## config.mk

```make
export PLATFORM = sky130hd
export DESIGN_NAME = led_fade_pwm
export DESIGN_NICKNAME = d
export VERILOG_FILES = /design/src/rtl/led_pkg.sv /design/src/rtl/led_fade_channel.sv /design/src/rtl/led_fade_pwm.sv
export SDC_FILE = /design/constraint.sdc
export NUM_CORES = 1
export LEC_CHECK = 0
export ABC_AREA = 1
export CAP_MARGIN = 25
export CORE_MARGIN = 2
export CORE_UTILIZATION = 35
export DETAILED_ROUTE_END_ITERATION = 12
export PLACE_DENSITY = 0.62
export SYNTH_ARGS = -nofsm -noshare
export SYNTH_HDL_FRONTEND = slang
export SYNTH_SLANG_ARGS = --single-unit
```

## constraint.sdc

```tcl
create_clock -name sys_clk -period 3.6 [get_ports sys_clk]
set_clock_uncertainty 0.2 [all_clocks]
set_input_delay 0.72 -clock sys_clk [delete_from_list [all_inputs] [get_ports sys_clk]]
set_output_delay 0.72 -clock sys_clk [all_outputs]
set_load 0.02 [all_outputs]
```

## src/rtl/led_pkg.sv

```systemverilog
// Shared constants and types for the LED fade/PWM output stage.
package led_pkg;
  localparam int LED_NUM         = 4;
  localparam int PWM_BITS_DEF    = 8;
  localparam int STEP_CYCLES_DEF = 39216;

  typedef logic [PWM_BITS_DEF-1:0] level_t;
endpackage

```

## src/rtl/led_fade_channel.sv

```systemverilog
// One LED channel: brightness level register, linear ramp toward target, PWM compare.
module led_fade_channel
  import led_pkg::*;
#(
  parameter int PWM_BITS = PWM_BITS_DEF
) (
  input  logic                sys_clk,
  input  logic                sys_rst_n,
  input  logic [PWM_BITS-1:0] target,
  input  logic [PWM_BITS-1:0] pwm_cnt,
  input  logic                fade_en,
  input  logic                step_tick,
  output logic                led,
  output logic                ramping
);

  logic [PWM_BITS-1:0] level;

  always_ff @(posedge sys_clk or negedge sys_rst_n) begin
    if (!sys_rst_n) begin
      level <= '0;
      led   <= 1'b0;
    end else begin
      if (!fade_en) begin
        level <= target;
      end else if (step_tick) begin
        // Single-step moves can never overshoot the target, so no wrap guard is needed.
        if (level < target) begin
          level <= level + PWM_BITS'(1);
        end else if (level > target) begin
          level <= level - PWM_BITS'(1);
        end
      end
      led <= (pwm_cnt < level);
    end
  end

  // In bypass the level snaps every cycle, so that one-cycle lag is not a ramp.
  assign ramping = fade_en && (level != target);

endmodule

```

## src/rtl/led_fade_pwm.sv

```systemverilog
// LED output stage: captures the flow pattern and drives each pin with a fading PWM level.
module led_fade_pwm
  import led_pkg::*;
#(
  parameter int PWM_BITS    = PWM_BITS_DEF,
  parameter int STEP_CYCLES = STEP_CYCLES_DEF
) (
  input  logic                sys_clk,
  input  logic                sys_rst_n,
  input  logic [3:0]          pat_in,
  input  logic [PWM_BITS-1:0] bright_max,
  input  logic                fade_en,
  output logic [3:0]          led_out,
  output logic                busy
);

  // No valid/ready handshake: pat_in, bright_max and fade_en are level inputs sampled every cycle.
  localparam int STEP_W = $clog2(STEP_CYCLES);
  localparam logic [STEP_W-1:0]   STEP_LAST = STEP_W'(STEP_CYCLES - 1);
  localparam logic [PWM_BITS-1:0] PWM_WRAP  = {{(PWM_BITS-1){1'b1}}, 1'b0};

  logic [LED_NUM-1:0]  pat_q;
  logic [STEP_W-1:0]   step_cnt;
  logic [PWM_BITS-1:0] pwm_cnt;
  logic                step_tick;
  logic [LED_NUM-1:0]  ramping;
  logic [PWM_BITS-1:0] target [LED_NUM];

  assign step_tick = (step_cnt == STEP_LAST);

  always_ff @(posedge sys_clk or negedge sys_rst_n) begin
    if (!sys_rst_n) begin
      pat_q    <= '0;
      step_cnt <= '0;
      pwm_cnt  <= '0;
      busy     <= 1'b0;
    end else begin
      pat_q    <= pat_in;
      step_cnt <= step_tick ? '0 : step_cnt + STEP_W'(1);
      pwm_cnt  <= (pwm_cnt == PWM_WRAP) ? '0 : pwm_cnt + PWM_BITS'(1);
      busy     <= |ramping;
    end
  end

  for (genvar i = 0; i < LED_NUM; i++) begin : g_ch
    assign target[i] = pat_q[i] ? bright_max : '0;

    led_fade_channel #(
      .PWM_BITS (PWM_BITS)
    ) u_ch (
      .sys_clk   (sys_clk),
      .sys_rst_n (sys_rst_n),
      .target    (target[i]),
      .pwm_cnt   (pwm_cnt),
      .fade_en   (fade_en),
      .step_tick (step_tick),
      .led       (led_out[i]),
      .ramping   (ramping[i])
    );
  end

endmodule

```

==> images/cell_density.png <==
13 x 13 tiles, from white (low) to dark blue (high), 0 to 100% covered.
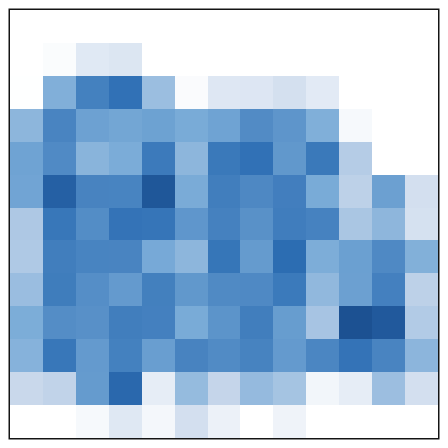
- mean over tiles: 39%
- fullest tile: 87%
- nearly empty tiles: 23%
- tiles over 75% full: 3.6%
- emptiest ninth of the die: north-east
utilization after layout: 43.4%
core footprint: 16,600 µm²
FP Core Util: 35.7%

==> images/layer_met2.png <==
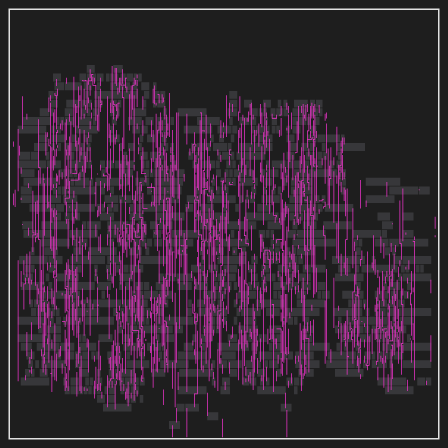
- nets with wire on the layer: 762
- wire length on this layer: 7,200 µm
Post-Route WL: 15.1 mm
GR Util met2: 29.9%
Vias: 5,426

==> images/layer_met1.png <==
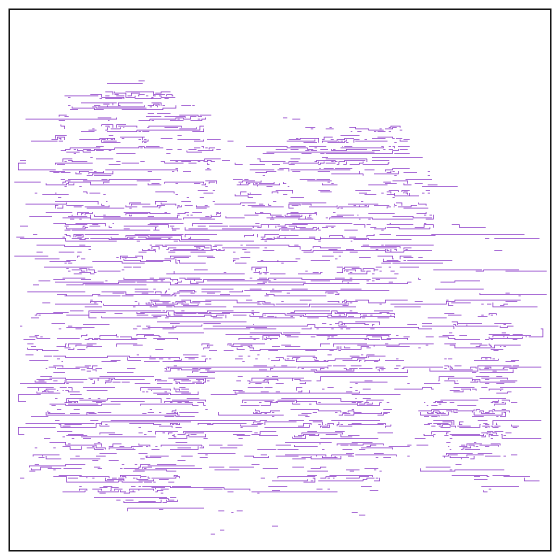
- main direction: horizontal
- wire length on this layer: 7,110 µm
- longest straight run: 35.9 µm
- nets with wire on the layer: 944
- share of all routed wire: 47%
GRT met1 Usage: 23.4%

==> images/flops_by_reg.png <==
Other sequential cells in the stronger gray, the rest of the logic in the fainter gray.
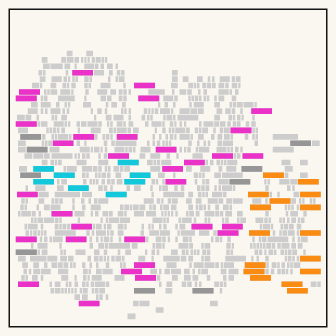
- orange: `step_cnt` (placed flops 16)
- cyan: `pwm_cnt` (placed flops 8)
- magenta: `g_ch.u_ch.level` (placed flops 32)
- not colored: 9
sequential cell area share: 22.6%
Reg area: 1630 µm²
sequential power: 1120 µW

==> images/placement.png <==
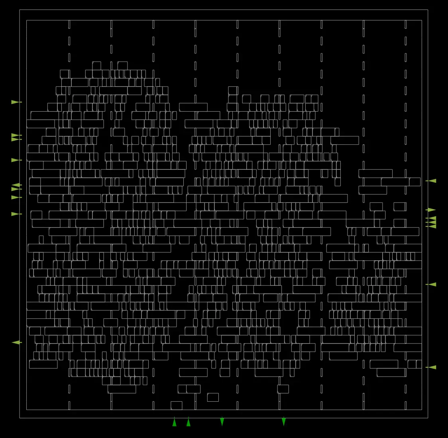
FILL cells: 1,720
Layout Cells excl Fill: 1,120
sequential cell count: 65
Well Taps: 220

==> flow_summary.ini <==
; flow metrics
[cts]
cts_root_buf = clkbuf_16
cts_tree = yes
cts_buffer_depth = 2
cts_max_level = 3
clk_pin_slew_ns = 0.06
ctsHoldBuffers = 0
cts_buffers = 9
insertion_delay_ns = 0.34
clock-sinks = 65

[setup_path]
critPathSlowestCell = clkdlybuf4s50_1
crit_type = primary input to flip-flop
crit_cells = 18
crit_top_cell = nand2_1
setup.worst_path.end = g_ch[0].u_ch.level[5]
worst-r2r-setup-slack_ns = 0.59
path_max_fanout = 6
reg2reg_from = pat_q[0]
crit_arrival_ns = 3.43
critPathTopFamily = simple AND/OR/NAND/NOR gates
worstSetupStartpointType = primary input
critPathLaunch = bright_max[6]
cp_num_buf_inv = 2
required_ns = 3.63
path_cells = clkdlybuf4s50_1, buf_4, nand2_1, ha_1, nand2_1, a21oi_1, nor2_2, nand2_2, ha_1, a21oi_1, nand2_1, nand2_1, nand2_1, or2_2, nand3_1, o21ai_0, nand2_1, nand2_1
r2r_end = g_ch[0].u_ch.level[5]

[cells_and_area]
combGateArea_um2 = 3800
syn_to_final_growth_pct = 21.6
buf_share_pct = 10.9
top_register = g_ch.u_ch.level
largest_reg_flops = 32
clk_share_pct = 4.45
fin_nets = 1005
buffers = 98
reg.largest.list = g_ch.u_ch.level x32, step_cnt x16, pwm_cnt x8
num_antenna_cells = 0
comb_share_pct = 52.9
nNonClkInverters = 100
lay_top_count = nand2_1
design_area_um2 = 7190
drive_gt1_share_pct = 15.6
lay_top_cells = nand2_1 (213), inv_1 (94), ha_1 (89)
clkbuf_count = 9
largest_class = combinational gates

[sta]
min_period_ns = 3.40
hold_viol = 0
worst_pin_slew_ns = 0.907
max_freq_ghz = 0.294
tns_ns = 0
rsz0062_at_grt = yes
final.setup.worst_slack_ns = 0.202
finalMaxSlewViolations = 0
holdWs_ns = 0.264

[power_and_ir_drop]
power_frac_comb_pct = 67.8
clock_net_power_uw = 960
power.total_uw = 6460
p_switching_uw = 2880
pg_comb_uw = 4380
seqPwrFrac_pct = 17.4
leakage_uw = 0.00374
power-top-group = combinational cells
p_sw_share_pct = 44.6
power.internal_uw = 3580
power.density_nw_per_um2 = 899
pwr-share-clk_pct = 14.8

[yosys]
top_cells_by_area = dfrtp_1 (27%), ha_1 (19%), nand2_1 (14%)
syn_nets = 916
synthArstFlopShare_pct = 100
top_cell = nand2_1
ys_chip_area_um2 = 5920
synth_area_um2 = 5920
yosys-top-cells-count = nand2_1 (219), inv_1 (94), ha_1 (91)
syn_inst = 806
ys_sh_xor_pct = 2.52
ys_sh_mux_pct = 0
synth_seq_share_pct = 27.5
synth.avg_cell_area_um2 = 7.34
synthAdderAreaFrac_pct = 20.6
synthDistinctLibCells = 41
ys.flops = 65
synth-edff-count = 0
ys_warn_count = 0
compound_area_share_pct = 13.3
topCombFamilyByArea = simple AND/OR/NAND/NOR gates
top_area_share_pct = 27.5
top_area_cell = dfrtp_1

[placed_design]
hpwlAfterDp_mm = 11.2
dpl_worst_slack_ns = -0.317
place_congestion = 0.841
port_buffers = 19
placed_cell_area_um2 = 6810

[global_routing]
grt_start_max_net_pins = 66
antenna_found_initial = 0
first_global_vias = 5193
grt_usage_pct = 17.6
grt_overflow_total = 0
grt_pass1_wl_mm = 25.2

[detailed_routing]
post_drt_wl_per_cell_um = 13.4
initialDrtViolationCount = 234
drc_errors = 0
antenna_left = 0
firstDrtPassIters = 5

[run]
warning_count = 32

[floorplanning]
ios = 20
die_h_um = 134
die_w_um = 134
die-area_um2 = 18000

[hold_path]
hold_class = flip-flop to flip-flop

[status]
status = finished clean
-- timing repair --
action / 4_1_cts / 5_1_grt
resized: 0 / 18
hold endpoints to repair: 0 / 0
setup buffers: 0 / 1
setup endpoints to repair: 0 / 22
-- per-layer routing --
layer  wire, µm  global-route usage, %  up-vias
met5          0                      0        -
met4        151                   3.80        0
met3        598                   3.48       13
met2       7200                   29.9       81
met1       7110                   23.4     2462
li1           -                      -     2870
-- worst min-delay path by stage --
stage	from	to	slack (ns)	cells past startpoint
finish	step_cnt[0]	step_cnt[0]	0.26	1
global route	step_cnt[2]	step_cnt[2]	0.31	1
floorplan	sys_rst_n	busy	0.22	0
detailed placement	step_cnt[0]	step_cnt[0]	0.26	1
global placement	step_cnt[0]	step_cnt[0]	0.26	1
CTS	step_cnt[0]	step_cnt[0]	0.27	1
Power is estimated from default activity; no workload was simulated.
